==> config.mk <==
export PLATFORM = sky130hd
export DESIGN_NAME = branch_unit_bht
export DESIGN_NICKNAME = d
export VERILOG_FILES = /design/src/rtl/branch_unit_bht.sv
export SDC_FILE = /design/constraint.sdc
export NUM_CORES = 1
export LEC_CHECK = 0
export ABC_AREA = 0
export CORE_ASPECT_RATIO = 1.5
export CORE_MARGIN = 2
export CORE_UTILIZATION = 44
export DETAILED_ROUTE_END_ITERATION = 10
export GPL_TIMING_DRIVEN = 1
export PLACE_DENSITY = 0.89
export SETUP_SLACK_MARGIN = 0.15
export SKIP_LAST_GASP = 1
export SYNTH_ARGS = -nofsm -noshare
export SYNTH_HDL_FRONTEND = slang
export SYNTH_SLANG_ARGS = --single-unit
export TNS_END_PERCENT = 5
==> constraint.sdc <==
create_clock -name clock -period 2.1 [get_ports clock]
set_input_delay 0.21 -clock clock [delete_from_list [all_inputs] [get_ports clock]]
set_output_delay 0.21 -clock clock [all_outputs]
set_load 0.1 [all_outputs]
Fig. 1: routing congestion
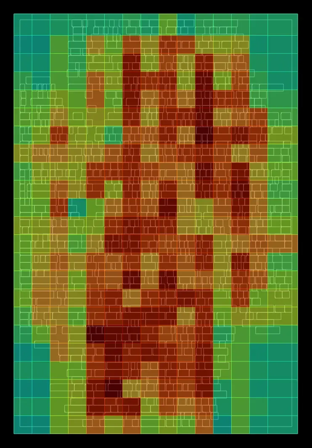
routing usage on met2: 52.06%
met1 usage: 27.31%

Fig. 2: the metal 1 layer
Drawn at 3 px/um.
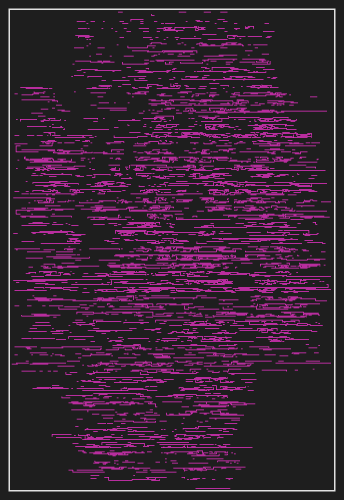
The layer holds 33% of the routed length. 1210 nets have wire on it. The layer carries 8390 um of wire. The wires run mostly horizontal. The longest straight run is 29.9 um.
DR vias: 7682
Detailed Route WL: 25.63 mm

Fig. 3: cells by drive strength
Drawn at 2 px/um.
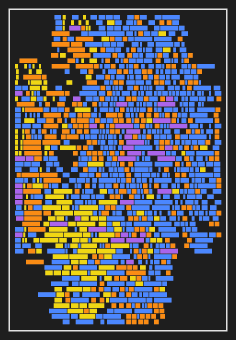
Orange stands for _3 and _4 cells, cells 285. Yellow stands for _2 cells, cells 150. Blue stands for _0 and _1 cells, cells 658. Purple stands for _6 and larger, cells 38.
Finished Cell Area: 0.01148 mm^2
Non-clock buffers: 382
Final WS setup: -1184 ps
Area Overhead vs Synth: 60.78%

Fig. 4: layout detail
Window x 15 to 40, y 108 to 133 um. Cells in gray, sequential cells in the stronger gray; small squares are vias.
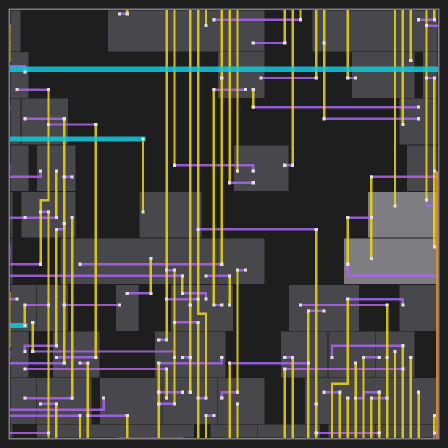
Cyan stands for metal 3. Purple stands for metal 1. Yellow stands for metal 2. Orange stands for metal 4.
Most frequent: buf_4 (6), a21oi_2 (3), ha_4 (3). 29 logic cells have their middle in the window. Sequential cells in the window: 1.

==> job_summary.md <==
### Metrics collected by this job

| Metric | Value |
|---|---|
| Io pins | `221` |
| Syn Std Cell Area | `0.007141 mm^2` |
| WP data arrival | `3540 ps` |
| Post-synth top area cell | `dfrtp_1` |
| Critical Path Source Type | `input pin` |
| Final core utilization | `71.55%` |
| Clkbuf count | `9` |
| Worst stage delay on the critical path | `530 ps` |
| YS chip area | `0.007141 mm^2` |
| TNS Setup | `-76940 ps` |
| Leak Pwr | `0.005364 uW` |
| Vias in the first global route | `8089` |
| Clock Path Buffers | `2` |
| Tmin final | `3284 ps` |
| Final WS setup | `-1184 ps` |
| Critical-path top delay cell | `mux4_2` |
| Tap Count | `206` |
| Critical path buffers and inverters | `2` |
| Syn nets | `993` |
| WS Path Type | `in -> reg` |
| Flop area | `0.002147 mm^2` |
| Non-clock inverter count in the final layout | `49` |
| Power Clock | `1680 uW` |
| Crit share post-route | `156.4%` |
| Pre-CTS setup slack | `-1931 ps` |
| Sequence of cells on the critical path | `clkdlybuf4s15_1 > ha_4 > and4_4 > and3_4 > a22o_1 > or3_4 > a31o_4 > mux4_2 > a2111o_1 > buf_6 > a2111oi_4 > xor2_1` |
| Failing checks | `setup timing` |
| DRT met1 WL | `8.391 mm` |
| Sw Ratio | `45.96%` |
| Area after DPL | `0.01058 mm^2` |
| Routed wl met3 | `1.649 mm` |
| Post-synth EDFFs | `0` |
| Clk_lat worst skew | `350 ps` |
| Delay-heaviest family, CP | `AND-OR/OR-AND gates` |
| Reg-to-reg setup timing slack | `-280 ps` |
| Distinct lib cells | `60` |
| RSZ-0062 raised after global routing | `true` |
| CTS Sinks | `85` |
| CTS tree | `yes` |
| Busiest grt layer | `met2` |
| #FFs+latches synth | `85` |
| Final setup fails | `82` |
| Post_cts resized | `143` |
| Residual DRC | `0` |
| Drt wl/cell | `19.17 um` |
| Worst Tran Pin Value | `591.0 ps` |
| Synth top area share | `24.18%` |
| Largest Pwr Group | `combinational cells` |
| Met2 wire length | `13.81 mm` |
| Critical Path End Type | `flop` |
| Initial drt markers | `449` |
| Clk root buf | `clkbuf_16` |
| Combinational Gates | `599` |
| Largest net degree at the start of global routing | `40` |
| Seq share, synth | `30.07%` |
| Most instantiated logic cells after routing | `buf_4 (232), clkdlybuf4s50_1 (75), dfrtp_1 (69)` |
| Site Rows | `57` |
| Critical Path RT | `2360 ps` |
| Placed Cells | `1296` |
| Top layer used by detailed routing | `met4` |
| Status | `finished, violations left` |
| Leading cell kind | `logic gates` |
| Tot GR Track Use | `27.90%` |
| Final Non-Filler Cells | `1337` |
| AND/OR/NAND/NOR Cells, Area Fraction | `14.53%` |
| Top cells by instance count after synthesis | `dfrtp_1 (69), ha_1 (68), a21oi_1 (62), nand2_1 (62), inv_1 (49)` |
| Worst Reg-to-Reg Cells | `5` |
| Routed Antenna Nets | `0` |
| Tot Pwr | `9334 uW` |
| Via density | `5.746` |
| Core area | `0.01605 mm^2` |
| Switch Pwr | `4290 uW` |
| Chip Area | `0.01728 mm^2` |
| PwrDens | `813.0 mW/mm^2` |
| Top_reg_cell synth | `dfrtp_1` |
| Setup Buffers After CTS | `12` |
| Final hold violations | `0` |
| Initial antenna violation count | `0` |
| Ao+oa area frac | `16.33%` |
| CTS Buf Count | `9` |
| Main area contributors | `dfrtp_1 (24%), ha_1 (12%), mux2_2 (7.1%)` |
| Maxcap violations | `0` |
| Clk_skew | `13.02 ps` |
| # H-tree levels | `3` |
| Flip-flops | `85` |
| First drt pass iteration count | `6` |
| MUX area fraction | `14.70%` |
| Die Ht | `160.0 um` |
Power and IR drop assume default switching activity.
